File: config.mk
export PLATFORM = sky130hd
export DESIGN_NAME = fp_pack_flopoco
export DESIGN_NICKNAME = d
export VERILOG_FILES = /design/src/rtl/fp_flopoco_pkg.sv /design/src/rtl/fp_pipe_stage.sv /design/src/rtl/fp_pack_flopoco.sv
export SDC_FILE = /design/constraint.sdc
export NUM_CORES = 1
export LEC_CHECK = 0
export CORE_MARGIN = 5
export CORE_UTILIZATION = 43
export DETAILED_ROUTE_END_ITERATION = 7
export MAX_ROUTING_LAYER = met4
export PLACE_DENSITY = 0.71
export SYNTH_ARGS = -nofsm -noshare
export SYNTH_HDL_FRONTEND = slang
export SYNTH_SLANG_ARGS = --single-unit
File: constraint.sdc
create_clock -name clk -period 1.33 [get_ports clk]
set_input_delay 0.3325 -clock clk [delete_from_list [all_inputs] [get_ports clk]]
set_output_delay 0.3325 -clock clk [all_outputs]
set_load 0.01 [all_outputs]
File: src/rtl/fp_flopoco_pkg.sv
// Shared definitions for the FloPoCo operand encoders: exception-field
// encodings and the width helpers that derive the IEEE-side and
// FloPoCo-side word widths from the exponent and fraction widths.
package fp_flopoco_pkg;

  localparam logic [1:0] EXN_ZERO   = 2'b00;
  localparam logic [1:0] EXN_NORMAL = 2'b01;
  localparam logic [1:0] EXN_INF    = 2'b10;
  localparam logic [1:0] EXN_NAN    = 2'b11;

  // {sign, exp, frac}
  function automatic int fp_in_w(input int we, input int wf);
    return 1 + we + wf;
  endfunction

  // {exn[1:0], sign, exp, frac}
  function automatic int fp_out_w(input int we, input int wf);
    return 3 + we + wf;
  endfunction

endpackage

File: src/rtl/fp_pipe_stage.sv
// Generic valid/ready register slice.
// Handshake: a word moves across an interface at a rising clk edge when
// valid && ready are both high there; valid never waits on ready, and the
// data under an asserted valid holds until it is taken.
// in_ready depends only on the stage occupancy and out_ready, never on
// in_valid, so chains of slices give a full-throughput pipeline with no
// combinational path from any valid input.
module fp_pipe_stage #(
  parameter int W = 8
) (
  input  logic         clk,
  input  logic         rst,
  input  logic         in_valid,
  output logic         in_ready,
  input  logic [W-1:0] in_data,
  output logic         out_valid,
  input  logic         out_ready,
  output logic [W-1:0] out_data
);

  logic         valid_q, valid_d;
  logic [W-1:0] data_q, data_d;

  // The slot can be refilled when empty or when its word leaves this cycle.
  assign in_ready  = !valid_q || out_ready;
  assign out_valid = valid_q;
  assign out_data  = data_q;

  // Next occupancy/data: load on advance, otherwise hold.
  always_comb begin
    valid_d = valid_q;
    data_d  = data_q;
    if (in_ready) begin
      valid_d = in_valid;
      if (in_valid) begin
        data_d = in_data;
      end
    end
  end

  // Occupancy and data registers, cleared by the asynchronous reset.
  always_ff @(posedge clk or posedge rst) begin
    if (rst) begin
      valid_q <= 1'b0;
      data_q  <= '0;
    end else begin
      valid_q <= valid_d;
      data_q  <= data_d;
    end
  end

endmodule

File: src/rtl/fp_pack_flopoco.sv
// IEEE-style operand to FloPoCo internal format encoder.
// Stage 1 registers the operand with its 2-bit class; stage 2 registers
// the packed word {exn, sign, exp, frac}. Denormals flush to zero, NaNs
// are canonicalised to all-zero payload with exn=11.
// Optional statistics counters are built when FP_PACK_STATS_EN is defined.
module fp_pack_flopoco
  import fp_flopoco_pkg::*;
#(
  parameter int  WE    = 11,
  parameter int  WF    = 1,
  parameter int  CNT_W = 16,
  localparam int IN_W  = fp_in_w(WE, WF),
  localparam int OUT_W = fp_out_w(WE, WF)
) (
  input  logic             clk,
  input  logic             rst,
  input  logic [IN_W-1:0]  in_data,
  input  logic             in_valid,
  output logic             in_ready,
  output logic [OUT_W-1:0] out_data,
  output logic             out_valid,
  input  logic             out_ready
`ifdef FP_PACK_STATS_EN
  ,
  input  logic             stat_clr,
  output logic [CNT_W-1:0] stat_nan_cnt,
  output logic [CNT_W-1:0] stat_inf_cnt,
  output logic [CNT_W-1:0] stat_flush_cnt
`endif
);

  localparam int S1_W = IN_W + 2;

  // Input field split and classification.
  logic          in_sign;
  logic [WE-1:0] in_exp;
  logic [WF-1:0] in_frac;
  logic [1:0]    in_cls;

  assign {in_sign, in_exp, in_frac} = in_data;

  // Classify the incoming operand from its exponent and fraction fields.
  always_comb begin
    in_cls = EXN_NORMAL;
    if (&in_exp) begin
      in_cls = (|in_frac) ? EXN_NAN : EXN_INF;
    end else if (in_exp == '0) begin
      in_cls = EXN_ZERO;
    end
  end

  // Stage 1: registered operand plus class.
  logic            s1_valid;
  logic            s2_in_ready;
  logic [S1_W-1:0] s1_data;

  fp_pipe_stage #(.W(S1_W)) u_s1 (
    .clk       (clk),
    .rst       (rst),
    .in_valid  (in_valid),
    .in_ready  (in_ready),
    .in_data   ({in_cls, in_data}),
    .out_valid (s1_valid),
    .out_ready (s2_in_ready),
    .out_data  (s1_data)
  );

  logic [1:0]    s1_cls;
  logic          s1_sign;
  logic [WE-1:0] s1_exp;
  logic [WF-1:0] s1_frac;

  assign {s1_cls, s1_sign, s1_exp, s1_frac} = s1_data;

  // Packing of the stage-1 operand according to its class.
  logic          pk_sign;
  logic [WE-1:0] pk_exp;
  logic [WF-1:0] pk_frac;

  // Normals pass through; zero/inf keep only the sign; NaN is all-zero.
  always_comb begin
    pk_sign = s1_sign;
    pk_exp  = s1_exp;
    pk_frac = s1_frac;
    if (s1_cls == EXN_NAN) begin
      pk_sign = 1'b0;
      pk_exp  = '0;
      pk_frac = '0;
    end else if (s1_cls != EXN_NORMAL) begin
      pk_exp  = '0;
      pk_frac = '0;
    end
  end

  // Stage 2: packed FloPoCo word presented downstream.
  fp_pipe_stage #(.W(OUT_W)) u_s2 (
    .clk       (clk),
    .rst       (rst),
    .in_valid  (s1_valid),
    .in_ready  (s2_in_ready),
    .in_data   ({s1_cls, pk_sign, pk_exp, pk_frac}),
    .out_valid (out_valid),
    .out_ready (out_ready),
    .out_data  (out_data)
  );

`ifdef FP_PACK_STATS_EN
  // Saturating per-class counters, stepped on each stage1 -> stage2 move.
  logic             s12_xfer;
  logic [CNT_W-1:0] nan_cnt_q, nan_cnt_d;
  logic [CNT_W-1:0] inf_cnt_q, inf_cnt_d;
  logic [CNT_W-1:0] flush_cnt_q, flush_cnt_d;

  assign s12_xfer       = s1_valid && s2_in_ready;
  assign stat_nan_cnt   = nan_cnt_q;
  assign stat_inf_cnt   = inf_cnt_q;
  assign stat_flush_cnt = flush_cnt_q;

  // Clear wins over increment; increments stop at all-ones.
  always_comb begin
    nan_cnt_d   = nan_cnt_q;
    inf_cnt_d   = inf_cnt_q;
    flush_cnt_d = flush_cnt_q;
    if (stat_clr) begin
      nan_cnt_d   = '0;
      inf_cnt_d   = '0;
      flush_cnt_d = '0;
    end else if (s12_xfer) begin
      if (s1_cls == EXN_NAN && !(&nan_cnt_q)) begin
        nan_cnt_d = nan_cnt_q + CNT_W'(1);
      end
      if (s1_cls == EXN_INF && !(&inf_cnt_q)) begin
        inf_cnt_d = inf_cnt_q + CNT_W'(1);
      end
      // Only real denormals count; exact zeros have a zero fraction.
      if (s1_cls == EXN_ZERO && (|s1_frac) && !(&flush_cnt_q)) begin
        flush_cnt_d = flush_cnt_q + CNT_W'(1);
      end
    end
  end

  // Counter registers.
  always_ff @(posedge clk or posedge rst) begin
    if (rst) begin
      nan_cnt_q   <= '0;
      inf_cnt_q   <= '0;
      flush_cnt_q <= '0;
    end else begin
      nan_cnt_q   <= nan_cnt_d;
      inf_cnt_q   <= inf_cnt_d;
      flush_cnt_q <= flush_cnt_d;
    end
  end
`else
  // Counter width only matters when the statistics block is built.
  logic [CNT_W-1:0] unused_cnt_w;
  assign unused_cnt_w = '0;
`endif

endmodule

### Met2 routing

Drawn at 4 px/um.
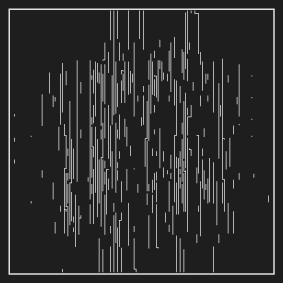
wire length on this layer: 1570 um
share of all routed wire: 53%
met2 usage: 0.270
via count: 1040

### Wiring by layer

Drawn at 6 px/um.
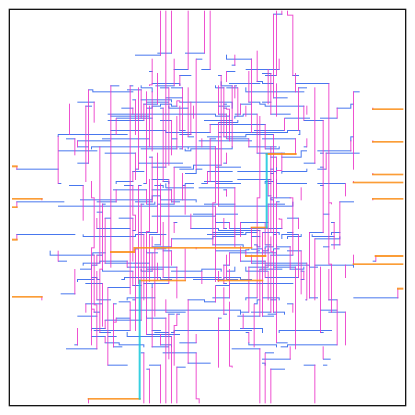
legend:
  cyan:
    layer: metal 4
    wire_length: 32.0 um
  orange:
    layer: metal 3
    wire_length: 111 um
  blue:
    layer: metal 1
    wire_length: 1230 um
  magenta:
    layer: metal 2
    wire_length: 1570 um
final wirelength: 2950 um
GRT Total Usage: 0.159
routed len/inst: 14.3 um

### Routing congestion map

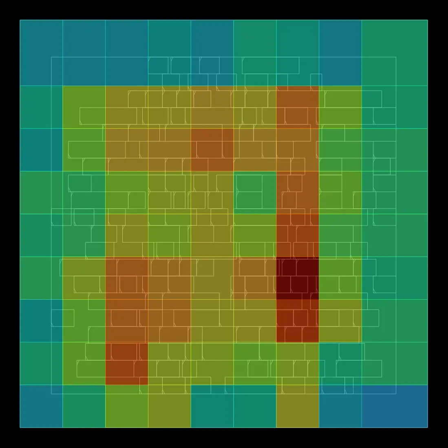
most used routing layer: met2
M3 GR Usage: 0.0374
post-layout util: 0.669
GR Layer Usage met1: 0.174

==> summary.txt <==
fresh numbers from the pnr run: switching part of the total=0.263, dominant kind of cell=sequential cells, Reg power frac=0.489, Signal inverters=1, Seq share, synth=0.598, P_int=0.00183 W, mux frac, synth=0.143, Critical Path Source Type=flop, comb pwr=0.000655 W, clock slew at reported path FFs=around 0.10 ns, Clk Latency, worst-skew pair=0.33 ns, ANT cells=0, # clk buffers=7, critical-path cell list=buf_6, nand3b_4, buf_6, setup violators final=1, critical path data required time=1.00 ns, Clock Tree Root=clkbuf_4, CTS Buf Count=5, Top cell excl fill/tap=dfrtp_1, outcome=complete, but fails checks, layout cells sized above 1=0.457, synthesis area per yosys=1340 sq um, Met2 Wirelength=roughly 1600 um, row count=20, reg2reg path depth=5, area leader, netlist=dfrtp_1, Syn Inst Count=98, # Cells Yosys=98, top_reg_cell synth=dfrtp_1, Max rail drop VDD=880 uV, XORs/XNORs by Area=0, Met3 Wirelength=111 um, Top cells excl fill/tap=dfrtp_1, buf_4, mux2_2, nand4_1, clkdlybuf4s15_1, Worst Hold Slack=0.328 ns, Comb gates=around 60, largest net degree at the start of global routing=33, RSZ-0062 raised after global routing=yes, Setup WS post-layout=-0.0377 ns, HP Class=in -> async, failing checks=setup timing, Worst R2R Setup Slack=0.03 ns, Top area cell types=dfrtp_1, mux2_2, a21bo_2, worst setup path end=in_ready, Avg Inst Size Synth=13.7 sq um, origin of the critical flop-to-flop path=u_s2.out_valid, FF/Latch Area=801 sq um
### Wires at chosen ports, followed through buffers

Drawn at 6 px/um.
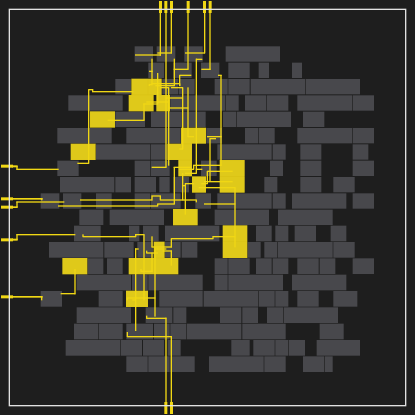
legend:
  yellow:
    port: in_data
    direction: input
    edge: 6 top, 5 left, 2 bottom
    end_cells: 20
    wire: 502 um
PortBufs: 33
I/O pin count: 34

### Pin placement

Drawn at 4 px/um. Pins as bars across the die edge, other pins in gray.
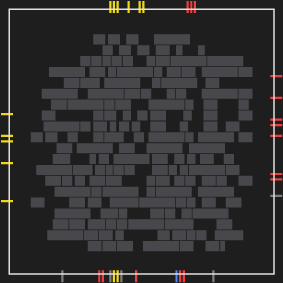
legend:
  blue:
    port: out_ready
    pins: 1
    direction: input
    edge: bottom
  yellow:
    port: in_data
    pins: 13
    direction: input
    edge: 6 top, 5 left, 2 bottom
  red:
    port: out_data
    pins: 15
    direction: output
    edge: 7 right, 5 bottom, 3 top
all pins by edge: 12 bottom, 9 top, 8 right, 5 left
Die Span Y: 65.8 um
Die X: 65.8 um

-- through the flow --
step	total power (W)	util	instances	setup slack [ns]	TNS (ns)
2_1_floorplan	0.00152	-	98	0.000816	0
3_3_place_gp	0.00187	0.624	192	-0.491	-9.78
3_5_place_dp	0.00189	0.624	192	-0.520	-10.01
4_1_cts	0.00248	0.660	205	-0.0477	-0.0542
5_1_grt	0.00262	0.669	206	-0.0995	-0.219
6_report	0.00248	0.669	206	-0.0377	-0.0377
-- repair_timing --
action,in CTS,in global routing
endpoints found under the setup margin,38,18
pin swaps,4,1
gates resized,50,10
setup buffers,6,1
-- Yosys cell counts, types with 2 or more instances --
master and count:
dfrtp_1 32, buf_2 2, nand4_1 14, nor4_1 2, nand2b_1 3, a21bo_2 12, nor3_1 2, nand3_1 2
mux2_2 17, a21boi_0 2, clkbuf_1 2
Power and IR drop assume default switching activity.
